[src/rtl/pia_irq_sequencer_if.sv]
// PIA interrupt sequencer bus interface.
// CPU control register, strobes and C1/C2 control lines.
interface pia_irq_sequencer_if;
    logic       cr_we;
    logic [5:0] cr_wdata;
    logic [7:0] cr_rdata;
    logic       port_read;
    logic       deselect;
    logic       c1_in;
    logic       c2_in;
    logic       c2_out;
    logic       c2_oe;
    logic       irq_n;

    modport master (
        output cr_we,
        output cr_wdata,
        input  cr_rdata,
        output port_read,
        output deselect,
        output c1_in,
        output c2_in,
        input  c2_out,
        input  c2_oe,
        input  irq_n
    );

    modport slave (
        input  cr_we,
        input  cr_wdata,
        output cr_rdata,
        input  port_read,
        input  deselect,
        input  c1_in,
        input  c2_in,
        output c2_out,
        output c2_oe,
        output irq_n
    );
endinterface

[src/rtl/pia_irq_sequencer.sv]
// PIA-style C1/C2 interrupt flags, clear lock and C2 output sequencer.
// Define PIA_IRQ_SYNC_EN to add a two-flop input synchronizer on C1/C2.
module pia_irq_sequencer (
    input  logic                 clk,
    input  logic                 reset,
    pia_irq_sequencer_if.slave   bus
);

    typedef enum logic {
        C2_HIGH = 1'b0,
        C2_LOW  = 1'b1
    } c2_state_t;

    logic [5:0] ctrl_q, ctrl_d;
    logic       irq1_q, irq1_d;
    logic       irq2_q, irq2_d;
    logic       lock_q, lock_d;
    logic       c1_prev_q;
    logic       c2_prev_q;
    logic       c1_s;
    logic       c2_s;
    logic       c1_act;
    logic       c2_act;
    logic       clr;
    logic       mode_hs;
    logic       mode_pulse;
    logic       mode_manual;
    c2_state_t  c2_state_q, c2_state_d;

`ifdef PIA_IRQ_SYNC_EN
    logic [1:0] c1_sync_q;
    logic [1:0] c2_sync_q;

    // Two-flop synchronizer; reset preloads the live input level.
    always_ff @(posedge clk) begin
        if (reset) begin
            c1_sync_q <= {2{bus.c1_in}};
            c2_sync_q <= {2{bus.c2_in}};
        end else begin
            c1_sync_q <= {c1_sync_q[0], bus.c1_in};
            c2_sync_q <= {c2_sync_q[0], bus.c2_in};
        end
    end

    assign c1_s = c1_sync_q[1];
    assign c2_s = c2_sync_q[1];
`else
    assign c1_s = bus.c1_in;
    assign c2_s = bus.c2_in;
`endif

    // Previous-sample registers; reset loads the live input so no edge follows.
    always_ff @(posedge clk) begin
        if (reset) begin
            c1_prev_q <= bus.c1_in;
            c2_prev_q <= bus.c2_in;
        end else begin
            c1_prev_q <= c1_s;
            c2_prev_q <= c2_s;
        end
    end

    assign c1_act = ctrl_q[1] ? (c1_s & ~c1_prev_q)
                              : (~c1_s & c1_prev_q);
    assign c2_act = ctrl_q[4] ? (c2_s & ~c2_prev_q)
                              : (~c2_s & c2_prev_q);

    assign mode_hs     = (ctrl_q[5:3] == 3'b100);
    assign mode_pulse  = (ctrl_q[5:3] == 3'b101);
    assign mode_manual = (ctrl_q[5:4] == 2'b11);

    // A read and a deselect together only move the lock, never clear flags.
    assign clr = lock_q & bus.deselect & ~bus.port_read;

    // Next state for control, flags and the pending-clear lock.
    always_comb begin
        ctrl_d = ctrl_q;
        irq1_d = irq1_q;
        irq2_d = irq2_q;
        lock_d = lock_q;

        if (bus.cr_we) begin
            ctrl_d = bus.cr_wdata;
        end

        if (c1_act) begin
            irq1_d = 1'b1;
        end else if (clr) begin
            irq1_d = 1'b0;
        end

        if (ctrl_q[5]) begin
            irq2_d = 1'b0;
        end else if (c2_act) begin
            irq2_d = 1'b1;
        end else if (clr) begin
            irq2_d = 1'b0;
        end

        if (bus.port_read) begin
            lock_d = 1'b1;
        end else if (bus.deselect) begin
            lock_d = 1'b0;
        end
    end

    // C2 output sequencer next state for handshake and pulse modes.
    always_comb begin
        c2_state_d = c2_state_q;
        unique case (1'b1)
            mode_hs: begin
                if (c1_act) begin
                    c2_state_d = C2_HIGH;
                end else if (bus.port_read) begin
                    c2_state_d = C2_LOW;
                end
            end
            mode_pulse: begin
                if (bus.port_read) begin
                    c2_state_d = C2_LOW;
                end else if (bus.deselect) begin
                    c2_state_d = C2_HIGH;
                end
            end
            default: begin
                c2_state_d = c2_state_q;
            end
        endcase
    end

    // State registers; reset wins over every strobe and pending action.
    always_ff @(posedge clk) begin
        if (reset) begin
            ctrl_q     <= 6'd0;
            irq1_q     <= 1'b0;
            irq2_q     <= 1'b0;
            lock_q     <= 1'b0;
            c2_state_q <= C2_HIGH;
        end else begin
            ctrl_q     <= ctrl_d;
            irq1_q     <= irq1_d;
            irq2_q     <= irq2_d;
            lock_q     <= lock_d;
            c2_state_q <= c2_state_d;
        end
    end

    assign bus.cr_rdata = {irq1_q, irq2_q, ctrl_q};
    assign bus.c2_oe    = ctrl_q[5];
    assign bus.c2_out   = mode_manual ? ctrl_q[3]
                                      : (c2_state_q == C2_HIGH);
    assign bus.irq_n    = ~((irq1_q & ctrl_q[0]) |
                            (irq2_q & ctrl_q[3] & ~ctrl_q[5]));

endmodule

[src/flat_wrapper.sv]
// flat-port wrapper written by rule: the top's interface ports become plain ports
module pia_irq_sequencer_flat 
  (clk, reset, bus_cr_we, bus_cr_wdata, bus_cr_rdata, bus_port_read, bus_deselect, bus_c1_in, bus_c2_in, bus_c2_out, bus_c2_oe, bus_irq_n);
  pia_irq_sequencer_if bus_i ();
  input  logic clk;
  input  logic reset;
  input wire logic [$bits(bus_i.cr_we)-1:0] bus_cr_we;
  input wire logic [$bits(bus_i.cr_wdata)-1:0] bus_cr_wdata;
  output wire logic [$bits(bus_i.cr_rdata)-1:0] bus_cr_rdata;
  input wire logic [$bits(bus_i.port_read)-1:0] bus_port_read;
  input wire logic [$bits(bus_i.deselect)-1:0] bus_deselect;
  input wire logic [$bits(bus_i.c1_in)-1:0] bus_c1_in;
  input wire logic [$bits(bus_i.c2_in)-1:0] bus_c2_in;
  output wire logic [$bits(bus_i.c2_out)-1:0] bus_c2_out;
  output wire logic [$bits(bus_i.c2_oe)-1:0] bus_c2_oe;
  output wire logic [$bits(bus_i.irq_n)-1:0] bus_irq_n;
  assign bus_i.cr_we = bus_cr_we;
  assign bus_i.cr_wdata = bus_cr_wdata;
  assign bus_cr_rdata = bus_i.cr_rdata;
  assign bus_i.port_read = bus_port_read;
  assign bus_i.deselect = bus_deselect;
  assign bus_i.c1_in = bus_c1_in;
  assign bus_i.c2_in = bus_c2_in;
  assign bus_c2_out = bus_i.c2_out;
  assign bus_c2_oe = bus_i.c2_oe;
  assign bus_irq_n = bus_i.irq_n;
  pia_irq_sequencer u_core (.clk(clk), .reset(reset), .bus(bus_i));
endmodule
[config.mk]
export PLATFORM = sky130hd
export DESIGN_NAME = pia_irq_sequencer_flat
export DESIGN_NICKNAME = d
export VERILOG_FILES = /design/src/rtl/pia_irq_sequencer_if.sv /design/src/rtl/pia_irq_sequencer.sv /design/src/flat_wrapper.sv
export SDC_FILE = /design/constraint.sdc
export NUM_CORES = 1
export LEC_CHECK = 0
export CAP_MARGIN = 20
export CORE_MARGIN = 10
export CORE_UTILIZATION = 35
export CTS_CLUSTER_DIAMETER = 40
export DETAILED_ROUTE_END_ITERATION = 10
export GPL_ROUTABILITY_DRIVEN = 0
export HOLD_SLACK_MARGIN = 0.02
export PLACE_DENSITY = 0.7
export REMOVE_ABC_BUFFERS = 1
export SLEW_MARGIN = 20
export SYNTH_ARGS = -nofsm -noshare
export SYNTH_HDL_FRONTEND = slang
export SYNTH_SLANG_ARGS = --single-unit
[constraint.sdc]
create_clock -name clk -period 1.3 [get_ports clk]
set_input_delay 0.13 -clock clk [delete_from_list [all_inputs] [get_ports clk]]
set_output_delay 0.13 -clock clk [all_outputs]
set_load 0.03 [all_outputs]
Figure 1. Signal wires by layer (run 1).
(6 px per um) Two of the layers only.
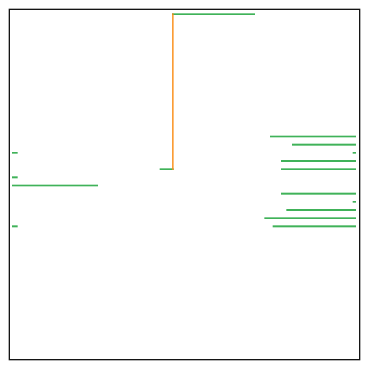
legend:
  M3:
    colour: green
    wire_length: 133 um
  M4:
    colour: orange
    wire_length: 25.8 um
final wirelength: 1.34 mm
drt wl/cell: 13.9 um
vias: 480
GRT Total Usage: 0.0820

Figure 2. Logic cells by family (run 1).
(8 px per um)
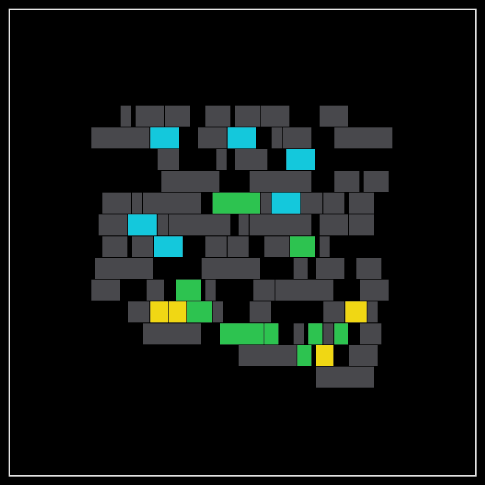
legend:
  mux cells:
    colour: cyan
    cells: 6
    most_used: mux2i_1
  nand cells:
    colour: yellow
    cells: 4
    most_used: nand2b_1
  aoi and oai cells:
    colour: green
    cells: 9
    most_used: a21oi_1

Figure 3. A small window of the routed layout (run 1).
Window x 14 to 44, y 26 to 56 um. Cells in grey, sequential cells in the stronger grey; small squares are vias.
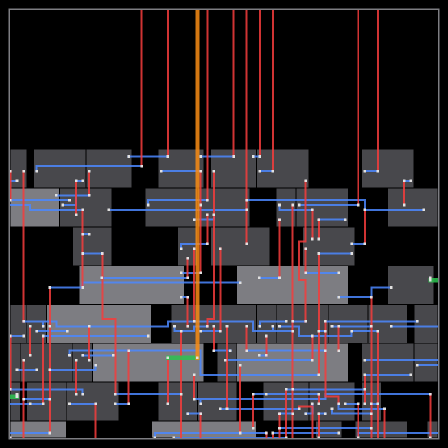
legend:
  M3:
    colour: green
  M2:
    colour: red
  M4:
    colour: orange
  M1:
    colour: blue
netlist names of flops here include: `u_core.ctrl_q` (5)
cells with their middle in the window: 41
most frequent: nor2_1 (7)
sequential cells in the window: 5

Figure 4. M1 wires (run 1).
(6 px per um) Supply wires on this layer in grey.
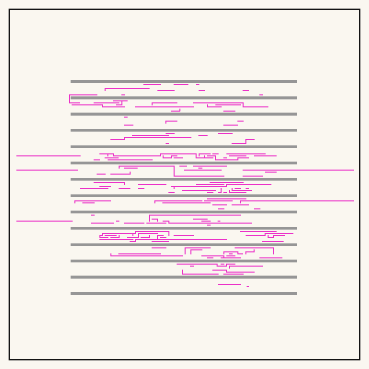
longest straight run: 18.9 um
nets with wire on the layer: 81
share of all routed wire: 46%
wire length on this layer: 616 um
main direction: horizontal
grt met1 use: 0.0925

==> impl_metrics.env, run 1 <==
# yosys + openroad results
export IMPL_detail_route_antenna_nets=0
export IMPL_status="finished, final reports clean"
export IMPL_design_core_area_sq_um=1330
export IMPL_n_all_buffers=29
export IMPL_nets=96
export IMPL_finClkSkew_ns=0.00280
export IMPL_critical_path_depth=5
export IMPL_routed_via_density=5.00
export IMPL_clkPwrFrac=0.266
export IMPL_layout_nonclk_buf_frac=0.341
export IMPL_crit_top_cell="buf_4"
export IMPL_setup_slack_ns=0.0414
export IMPL_ff_count=12
export IMPL_path_buffers=2
export IMPL_tool_warnings=25
export IMPL_dr_first_iter_drc_count=7
export IMPL_startpoint="u_core.ctrl_q[5]$_SDFFE_PP0P_"
export IMPL_maxCapViolCount=0
export IMPL_top_logic_kind="simple AND/OR/NAND/NOR gates"
export IMPL_drt_met1_wl_um=615
export IMPL_path_max_fanout=5
export IMPL_sw_frac_of_total=0.274
export IMPL_whs_path_depth=1
export IMPL_cts_root_buf="clkbuf_4"
export IMPL_worstHoldPathType="in -> reg"
export IMPL_yosysTopAreaCell="dfxtp_1"
export IMPL_p_per_area_nw_per_um2=1020
export IMPL_topCellsByArea="dfxtp_1 47%, mux2i_1 12%, nor2_1 8.1%, buf_4 4.4%, a221oi_1 3.4%"
export IMPL_syn_area_per_cell_sq_um=9.43
export IMPL_n_antenna_cell=0
export IMPL_place_area_sq_um=779
export IMPL_dp_hpwl_mm=1.08
export IMPL_drc=0
export IMPL_antenna_found_initial=0
export IMPL_p_int_uw=598
export IMPL_r2r_end="u_core.c2_state_q$_SDFFE_PP0P_"
export IMPL_cts_setup_buffers=0
export IMPL_drive_above_1_share=0.210
export IMPL_chip_area_sq_um=3380
export IMPL_fin_util=0.606
export IMPL_fillCellCount=120
export IMPL_hold_viol=0
export IMPL_final_cell_mix="12 x clkdlybuf4s50_1, 11 x nor2_1, 9 x dlygate4sd2_1, 9 x dfxtp_1"
export IMPL_stdcell_area_sq_um=808
export IMPL_yosys_warnings=0
export IMPL_pre_cts_ws_ns=0.0271
export IMPL_worstPathArrival_ns=1.13
export IMPL_largest_reg_flops=6
export IMPL_n_all_inverters=2
export IMPL_power_total_uw=824
export IMPL_min_to="u_core.c1_prev_q$_DFF_P_"
export IMPL_ys_types=21
export IMPL_ys_cells=54
export IMPL_die_y_um=58.1
export IMPL_layout_top_cell="clkdlybuf4s50_1"
export IMPL_met2_length_um=563
export IMPL_logic_area_sq_um=240
export IMPL_comb_cells=35
export IMPL_tns_ns=0
export IMPL_crit_end="bus_c2_out"
export IMPL_tightest_slew_ns=0.379
export IMPL_fmax_ghz=0.795
export IMPL_leakage_uw=0.000378
export IMPL_seq_area_frac=0.302
export IMPL_largest_cell_class="buffers"
export IMPL_top_layer="met4"
export IMPL_r2r_start="u_core.ctrl_q[3]$_SDFFE_PP0P_"
export IMPL_seqCellArea_sq_um=244
export IMPL_clkCellAreaFrac=0.0279
export IMPL_cts_tree="done"
export IMPL_synth_flops=12
export IMPL_rr_worst_depth=4
export IMPL_nClkBuffers=3
export IMPL_ys_flop_type="dfxtp_1"
export IMPL_grt_pass1_wl_mm=2.15
export IMPL_rows=13
export IMPL_cts_sinks=12
export IMPL_cp_top_family="buffers and inverters"
export IMPL_hold_ws_ns=0.376
export IMPL_fp_dieW_um=58.1
export IMPL_grt_use_met2=0.106
export IMPL_area_delta_synth_final_pct=58.7
export IMPL_powerSeq_uw=408
export IMPL_finalClockPeriodUsage=0.968
export IMPL_top_area_frac=0.472
export IMPL_ys_seq_frac=0.472
export IMPL_finalNonFillerCells=96
export IMPL_post_cts_resized=10
export IMPL_synthesis_instances=54
export IMPL_cp_start_kind="flip-flop"
export IMPL_p_seq_frac=0.495
export IMPL_mux_share=0.118
export IMPL_slowest_stage="dfxtp_2"
export IMPL_ys_sh_xor=0
export IMPL_slew_headroom=0.747
export IMPL_num_tap_cells=15
export IMPL_yosys_stat_area_sq_um=509
export IMPL_adder_share=0
export IMPL_combPwrFrac=0.239
export IMPL_sh_comb_area=0.297
export IMPL_wl_met3_um=132
--- run 2 (diff from run 1) ---
--- a/config.mk
+++ b/config.mk
@@ -12,6 +12,7 @@
 export DETAILED_ROUTE_END_ITERATION = 10
 export GPL_ROUTABILITY_DRIVEN = 0
 export HOLD_SLACK_MARGIN = 0.02
+export MAX_ROUTING_LAYER = met4
 export PLACE_DENSITY = 0.7
 export REMOVE_ABC_BUFFERS = 1
 export SLEW_MARGIN = 20
Figure 5. Signal wires by layer (run 2).
(6 px per um) Two of the layers only.
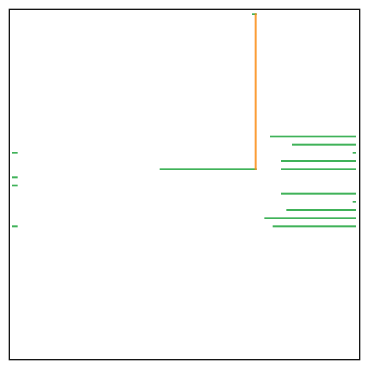
legend:
  M4:
    colour: orange
    wire_length: 25.8 um
  M3:
    colour: green
    wire_length: 120 um
vias: 474
GRT Total Usage: 0.0829
drt wl/cell: 13.9 um
final wirelength: 1.35 mm

==> run 2 against run 1 <==
Utilization increased by 0.47 points. Die size unchanged. Global-route usage increased by 0.097 points. Clock power about the same. Largest cell class unchanged. Critical path depth unchanged. Clock skew decreased by 0.00081 ns. Wire length increased by 0.82%. Largest power group unchanged. Sequential share of layout area decreased by 0.39 points.
==> impl_metrics.env, run 2 <==
# yosys + openroad results
export IMPL_status="finished, final reports clean"
export IMPL_synth_flops=12
export IMPL_finClkSkew_ns=0.00199
export IMPL_clkPwrFrac=0.265
export IMPL_ys_types=21
export IMPL_dp_hpwl_mm=1.08
export IMPL_fmax_ghz=0.797
export IMPL_grt_use_met2=0.106
export IMPL_tightest_slew_ns=0.381
export IMPL_top_logic_kind="simple AND/OR/NAND/NOR gates"
export IMPL_critical_path_depth=5
export IMPL_rr_worst_depth=4
export IMPL_cp_top_family="flip-flops"
export IMPL_leakage_uw=0.000383
export IMPL_grt_pass1_wl_mm=2.14
export IMPL_power_clock_uw=219
export IMPL_slew_headroom=0.745
export IMPL_yosysTopAreaCell="dfxtp_1"
export IMPL_place_area_sq_um=779
export IMPL_seq_area_frac=0.298
export IMPL_nClkBuffers=3
export IMPL_crit_top_cell="buf_4"
export IMPL_logic_area_sq_um=240
export IMPL_final_cell_mix="12 x clkdlybuf4s50_1, 11 x nor2_1, 10 x dfxtp_1, 9 x dlygate4sd2_1, 7 x buf_4"
export IMPL_power_total_uw=827
export IMPL_layout_top_cell="clkdlybuf4s50_1"
export IMPL_n_all_inverters=2
export IMPL_top_area_frac=0.472
export IMPL_combPwrFrac=0.245
export IMPL_wl_met3_um=120
export IMPL_yosys_warnings=0
export IMPL_tool_warnings=25
export IMPL_pre_cts_ws_ns=0.0271
export IMPL_p_per_area_nw_per_um2=1010
export IMPL_num_tap_cells=15
export IMPL_syn_area_per_cell_sq_um=9.43
export IMPL_r2r_start="u_core.ctrl_q[3]$_SDFFE_PP0P_"
export IMPL_drc=0
export IMPL_path_max_fanout=5
export IMPL_p_int_uw=600
export IMPL_comb_cells=35
export IMPL_drt_met1_wl_um=647
export IMPL_hold_viol=0
export IMPL_mux_share=0.118
export IMPL_whs_path_depth=1
export IMPL_area_delta_synth_final_pct=60.0
export IMPL_ys_seq_frac=0.472
export IMPL_stdcell_area_sq_um=815
export IMPL_die_y_um=58.1
export IMPL_drive_above_1_share=0.207
export IMPL_cts_sinks=12
export IMPL_synthesis_instances=54
export IMPL_worstHoldPathType="in -> reg"
export IMPL_fillCellCount=122
export IMPL_chip_area_sq_um=3380
export IMPL_yosys_stat_area_sq_um=509
export IMPL_worstPathArrival_ns=1.13
export IMPL_finalNonFillerCells=97
export IMPL_seqCellArea_sq_um=243
export IMPL_cts_setup_buffers=0
export IMPL_sw_frac_of_total=0.275
export IMPL_path_buffers=2
export IMPL_powerSeq_uw=405
export IMPL_startpoint="u_core.ctrl_q[5]$_SDFFE_PP0P_"
export IMPL_n_antenna_cell=0
export IMPL_detail_route_antenna_nets=0
export IMPL_fp_dieW_um=58.1
export IMPL_io_buffers=23
export IMPL_crit_end="bus_c2_out"
export IMPL_top_layer="met4"
export IMPL_fin_util=0.611
export IMPL_layout_nonclk_buf_frac=0.347
export IMPL_routed_via_density=4.89
export IMPL_tns_ns=0
export IMPL_sh_comb_area=0.295
export IMPL_dr_first_iter_drc_count=1
export IMPL_cp_start_kind="flip-flop"
export IMPL_ff_count=12
export IMPL_met2_length_um=554
export IMPL_slowest_stage="dfxtp_2"
export IMPL_end_kind="output pin"
export IMPL_nets=97
export IMPL_largest_cell_class="buffers"
Figure 6. M1 wires (run 2).
(6 px per um) Supply wires on this layer in grey.
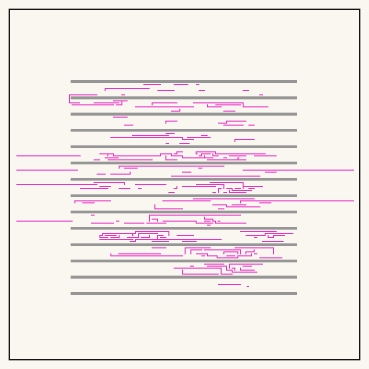
wire length on this layer: 648 um
share of all routed wire: 48%
longest straight run: 18.9 um
nets with wire on the layer: 83
grt met1 use: 0.0949

No activity file was given, so power comes from the tool's default toggle rates.
